**src/rtl/pipe_pkg.sv**
```systemverilog
// Shared pipeline-control definitions: hazard sequencer state codes, register
// constants and the load-use detection helper.
package pipe_pkg;

    localparam logic [1:0] RUN   = 2'd0;
    localparam logic [1:0] DWAIT = 2'd1;
    localparam logic [1:0] ERR   = 2'd2;

    localparam logic [4:0]  REG_ZERO = 5'd0;
    localparam logic [31:0] NOP_INSN = 32'h00000013;

    // True when the ID instruction reads the register a load in EX is about to write.
    function automatic logic load_use(
        input logic       ex_mem_read,
        input logic [4:0] ex_rd,
        input logic [4:0] id_rs1,
        input logic [4:0] id_rs2,
        input logic       id_use_rs1,
        input logic       id_use_rs2
    );
        return ex_mem_read && (ex_rd != REG_ZERO) &&
               ((id_use_rs1 && (id_rs1 == ex_rd)) || (id_use_rs2 && (id_rs2 == ex_rd)));
    endfunction

endpackage

```
**src/rtl/sat_counter.sv**
```systemverilog
// Event counter that sticks at all-ones instead of wrapping; synchronous clear.
module sat_counter #(
    parameter int unsigned WIDTH = 32
) (
    input  logic             clk,
    input  logic             clear,
    input  logic             inc,
    output logic [WIDTH-1:0] count
);

    logic [WIDTH-1:0] count_q;
    logic [WIDTH-1:0] count_d;

    always_comb begin
        count_d = count_q;
        if (clear) begin
            count_d = '0;
        end else if (inc && (count_q != '1)) begin
            count_d = count_q + WIDTH'(1);
        end
    end

    always_ff @(posedge clk) begin
        count_q <= count_d;
    end

    assign count = count_q;

endmodule

```
**src/rtl/hazard_ctrl.sv**
```systemverilog
// Stall/flush sequencer for the 5-stage pipeline: data-memory waits with a
// watchdog, taken-branch redirects, load-use bubbles and fetch misses.
module hazard_ctrl
    import pipe_pkg::*;
#(
    parameter int unsigned CNT_W    = 32,
    parameter int unsigned MAX_WAIT = 64
) (
    input  logic             clk,
    input  logic             rst,
    input  logic [4:0]       id_rs1,
    input  logic [4:0]       id_rs2,
    input  logic             id_use_rs1,
    input  logic             id_use_rs2,
    input  logic [4:0]       ex_rd,
    input  logic             ex_mem_read,
    input  logic             ex_branch_taken,
    input  logic             imem_ready,
    input  logic             dmem_req,
    input  logic             dmem_ready,
    output logic             pc_en,
    output logic             ifid_en,
    output logic             ifid_flush,
    output logic             idex_en,
    output logic             idex_flush,
    output logic             exmem_en,
    output logic             memwb_flush,
    output logic             mem_timeout,
    output logic [CNT_W-1:0] stall_cnt,
    output logic [CNT_W-1:0] flush_cnt
);

    localparam logic [15:0] WAIT_LIMIT = 16'(MAX_WAIT);

    logic [1:0]  state_q, state_d;
    logic [15:0] wait_cnt_q, wait_cnt_d;
    logic        mem_timeout_q, mem_timeout_d;
    logic        dmem_wait;
    logic        hazard;
    logic        active;

    assign dmem_wait = dmem_req && !dmem_ready;
    assign hazard    = load_use(ex_mem_read, ex_rd, id_rs1, id_rs2, id_use_rs1, id_use_rs2);
    assign active    = rst && (state_q != ERR);

    always_comb begin
        pc_en       = 1'b1;
        ifid_en     = 1'b1;
        ifid_flush  = 1'b0;
        idex_en     = 1'b1;
        idex_flush  = 1'b0;
        exmem_en    = 1'b1;
        memwb_flush = 1'b0;
        if (!active) begin
            pc_en    = 1'b0;
            ifid_en  = 1'b0;
            idex_en  = 1'b0;
            exmem_en = 1'b0;
        end else if (dmem_wait) begin
            pc_en       = 1'b0;
            ifid_en     = 1'b0;
            idex_en     = 1'b0;
            exmem_en    = 1'b0;
            memwb_flush = 1'b1;
        end else if (ex_branch_taken) begin
            ifid_flush = 1'b1;
            idex_flush = 1'b1;
        end else if (hazard) begin
            pc_en      = 1'b0;
            ifid_en    = 1'b0;
            idex_flush = 1'b1;
        end else if (!imem_ready) begin
            pc_en      = 1'b0;
            ifid_flush = 1'b1;
        end
    end

    // The watchdog trips on the MAX_WAIT-th consecutive wait cycle, i.e. when the
    // count would advance to MAX_WAIT; dropping the wait in DWAIT always releases.
    always_comb begin
        state_d       = state_q;
        wait_cnt_d    = wait_cnt_q;
        mem_timeout_d = mem_timeout_q;
        case (state_q)
            RUN: begin
                if (dmem_wait) begin
                    state_d    = DWAIT;
                    wait_cnt_d = 16'd1;
                end
            end
            DWAIT: begin
                if (!dmem_wait) begin
                    state_d    = RUN;
                    wait_cnt_d = '0;
                end else if ((wait_cnt_q + 16'd1) == WAIT_LIMIT) begin
                    state_d       = ERR;
                    mem_timeout_d = 1'b1;
                end else begin
                    wait_cnt_d = wait_cnt_q + 16'd1;
                end
            end
            ERR:     state_d = ERR;
            default: state_d = RUN;
        endcase
    end

    always_ff @(posedge clk) begin
        if (!rst) begin
            state_q       <= RUN;
            wait_cnt_q    <= '0;
            mem_timeout_q <= 1'b0;
        end else begin
            state_q       <= state_d;
            wait_cnt_q    <= wait_cnt_d;
            mem_timeout_q <= mem_timeout_d;
        end
    end

    assign mem_timeout = mem_timeout_q;

    sat_counter #(.WIDTH(CNT_W)) u_stall_cnt (
        .clk   (clk),
        .clear (!rst),
        .inc   (active && !pc_en),
        .count (stall_cnt)
    );

    sat_counter #(.WIDTH(CNT_W)) u_flush_cnt (
        .clk   (clk),
        .clear (!rst),
        .inc   (active && !dmem_wait && ex_branch_taken),
        .count (flush_cnt)
    );

endmodule

```
**config.mk**
```make
export PLATFORM = sky130hd
export DESIGN_NAME = hazard_ctrl
export DESIGN_NICKNAME = d
export VERILOG_FILES = /design/src/rtl/pipe_pkg.sv /design/src/rtl/sat_counter.sv /design/src/rtl/hazard_ctrl.sv
export SDC_FILE = /design/constraint.sdc
export NUM_CORES = 1
export LEC_CHECK = 0
export ABC_CLOCK_PERIOD_IN_PS = 3500
export CAP_MARGIN = 20
export CORE_AREA = 2 2 124 126
export DETAILED_ROUTE_END_ITERATION = 10
export DIE_AREA = 0 0 126 128
export PLACE_DENSITY_LB_ADDON = 0.1
export SETUP_SLACK_MARGIN = 0.5
export SYNTH_ARGS = -nofsm -noshare
export SYNTH_HDL_FRONTEND = slang
export SYNTH_SLANG_ARGS = --single-unit
```
**constraint.sdc**
```tcl
create_clock -name clk -period 3.5 [get_ports clk]
set_clock_uncertainty 0.15 [all_clocks]
set_input_delay 0.525 -clock clk [delete_from_list [all_inputs] [get_ports clk]]
set_output_delay 0.525 -clock clk [all_outputs]
set_load 0.02 [all_outputs]
```
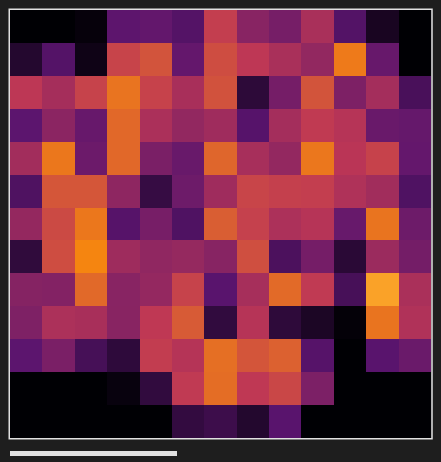
Figure 1: cell density map.
Bar = 50 µm. The die is cut into 13 by 13 equal tiles; black is low, pale yellow is high, 0 to 100% covered.
fullest tile: 80%
tiles over 75% full: 0.60%
densest ninth of the die: middle left
nearly empty tiles: 13%
mean over tiles: 35%
core area: 14,900 µm²
final core occ: 39.4%
Core Util at FP: 29.3%

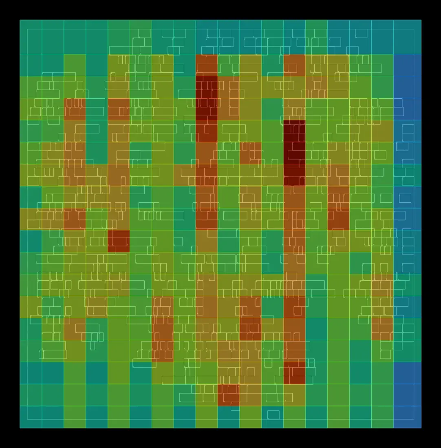
Figure 2: track usage over the die.
most used routing layer: met2
Total Routing Usage GR: 15.1%

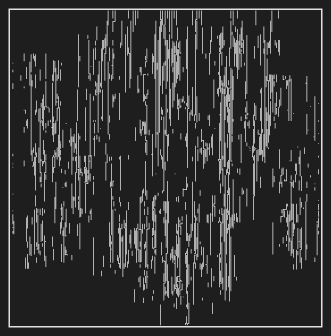
Figure 3: the metal 2 layer.
main direction: vertical
wire length on this layer: 5,470 µm
longest straight run: 51.3 µm
share of all routed wire: 44%
nets with wire on the layer: 542

[cells in the mapped netlist (11+ instances only)]
master,number,share of area (%)
xnor2_1,13,2.6
clkbuf_1,15,1.3
nor3_1,13,1.5
nor2_1,47,4.0
inv_1,18,1.6
nand3_1,31,3.6
or3_1,21,3.0
o31ai_1,11,1.9
a21oi_1,38,4.4
o21ai_0,29,3.3
nand4_1,15,2.2
nand2_1,59,5.1
dfxtp_1,83,38
and3_1,16,2.3
xor2_1,20,4.0
[routing by layer]
metal  part of all wire [%]  up-vias
li1                       -     2167
met3                    4.7       12
met2                     44       92
met1                     49     1972
met4                    1.7        0
met5                      0        -
[layout make-up]
cell class                 count  area [µm²]
clock inverter                 5        61.3
timing repair buffer         105        1010
tap                          188         235
sequential                    83        1660
fill                        1549        9010
clock buffer                  11         253
multi-input combinational    421        2560
inverter                      18        67.6
[cell families after synthesis]
family	share of synthesized area, %
xor+xnor	6.63
simple gates	30.2
compound gates	18.3
fa+ha+maj	0.862
flops	38.1
mux	1.61
buf+inv	4.28
[sequential cells by signal, summed over array words and instances, names as in the netlist]
signal	cells
mem_timeout	1
state_q	2
u_flush_cnt.count	32
u_stall_cnt.count	32
wait_cnt_q	16
[power breakdown]
group | switching [mW] | internal, mW | total, mW
Clock | 0.401 | 0.593 | 0.994
Combinational | 0.0800 | 0.0628 | 0.143
Sequential | 0.0102 | 0.952 | 0.962
Total | 0.491 | 1.61 | 2.10
[worst reg2reg max path, stage by stage (launching register included)]
cell and delay (ns):
dfxtp_1 0.47, ha_1 0.27, and3_1 0.27, nand3_1 0.16, o21a_1 0.24, o221ai_2 0.26, nor3_2 0.11, or3_4 0.45
nor3b_1 0.23, a21o_1 0.10
[timing repair]
| action | 4_1_cts | 5_1_grt |
|---|---|---|
| setup buffers | 0 | 1 |
| cloned | 0 | 1 |
| pin swaps | 1 | 3 |
| resized | 12 | 15 |
| endpoints found under the setup margin | 21 | 32 |
[through the flow]
stage | instance area (µm²) | std cells | hold slack, ns | utilization [%] | power [mW]
final | 5850 | 831 | 0.314 | 39.4 | 2.10
after global routing | 5850 | 831 | 0.326 | 39.4 | 2.19
after CTS | 5790 | 829 | 0.319 | 39.0 | 2.13
after detailed placement | 5490 | 813 | 0.305 | 36.9 | 1.13
after global placement | 5490 | 813 | 0.301 | 36.9 | 1.12
after floorplan | 4360 | 545 | 0.327 | - | 1.05
[worst paths after layout]
kind                       from       endpoint  cells after the start
hold reg to reg     mem_timeout    mem_timeout                      1
setup reg to reg  wait_cnt_q[0]  wait_cnt_q[4]                      9
hold / removal      mem_timeout    mem_timeout                      1
setup / recovery       ex_rd[3]          pc_en                      9
==> Changelog: implementation <==
### Physical design

- Main flop type: dfxtp_1
- R2R setup slack: 0.74 ns
- Proportion of layout cells with a drive suffix above 1: ~8.1%
- Yosys stat area: between 4000 and 5000 µm²
- Yosys stat cell total: 545
- Met2 Use GR: 23.3%
- H-tree Lvls: 3
- Aggregate routed wire length: 12.3 mm
- Crit path max fanout: 3
- Io pins: between 90 and 100
- Ys async rst share: 0%
- Min setup slack post-route: about 0.47 ns
- Hold Path Class: reg2reg
- Late-Pin Clk Latency: approximately 0.35 ns
- CP Capture Type: primary output
- Dominant logic cell type in the layout: clkdlybuf4s50_1
- Slew headroom: between 50 and 60%
- First-pass GRT wire length: 19.9 mm
- Top cell family by delay on the critical path: buffers and inverters
- Fin crit share: about 87%
- Slowest stage cell, crit path: clkdlybuf4s50_1
- CTS tree: built
- Number of global-route vias before repair: 3,912
- Post-Synthesis Cells: 545
- Critical path class: in2out
- Die ar.: 16,100 µm²
- Final Hold Viols: 0
- DR vias/cell: 5.11
- Crit path DRT: between 2 and 3 ns
- Residual DRC: 0
- Chip width: 126 µm
- Worst-Margin Slew: between 0.6 and 0.7 ns
- Worst Path Arrival: approximately 2.4 ns
- Final setup fails: 0
- Final Max Slew Viols: 0
- Log Warnings: 28
- GP Congestion: 0.847
- Yosys warns: 0
- Met1 Resource Use GR: between 20% and 30%
- Mean Syn Cell Area: approximately 8 µm²
- Layout area overhead: 34.3%
- N_diodes: 0
- Synthesized area: 4360 µm²
- Status: complete, no violations
- ANT nets after route: 0
- Final net count: about 670
- Fmax: about 330 MHz
- Via Count: roughly 4,200
- M3 GR Usage: 3.55%
- Dpl hpwl: approximately 8.6 mm
- Clock Tree Buf Depth: 2
- Wire length per cell: 14.8 µm
- Syn nets: approximately 570
- Antenna violations before repair: 0
- Count of different cell masters after synthesis: roughly 56
- CTS Buf Count: 9
- Pin count of the biggest net entering global routing: approximately 56
- Final setup TNS: 0 ns
- Synth Seq Share: between 30% and 40%
- Iteration-0 DRC Markers: ~170
- Die Span Y: 128 µm
- Most numerous logic cells after layout: clkdlybuf4s50_1, dfxtp_1, nand2_1
- WP buf/inv: 3
- Maximum vdd ir drop: between 200 and 300 µV
- Root Driver: clkbuf_16
- Pwr dens: around 360 nW/µm²
- Number of enable flip-flop cells: 0
- TritonRoute pass-1 iters: 4
- Row count: approximately 45
- Clock Pin Slew Worst Setup and Hold Paths: ~0.060 ns
- Leak: 2.00 nW
- Startpoint Class: input pin
- Worst path max stage delay: about 0.46 ns
- Min Tclk post-route: 3.03 ns
- RSZ-0062 raised after global routing: true
- Worst path cell trace: clkdlybuf4s50_1 > xor2_1 > nor4_1 > and3_1 > o221ai_2 > buf_4 > a21oi_4 > nor2_1 > clkbuf_2
- Port bufs: roughly 95
- Post-synthesis register bit count: a little over 80
- Clock Sinks: ~83
- CTS Hold Bufs: 0
- Pre-CTS WS: ~0.052 ns
- Overflow after GRT: 0
- Max-cap check violation count: 0
Power and IR drop assume default switching activity.
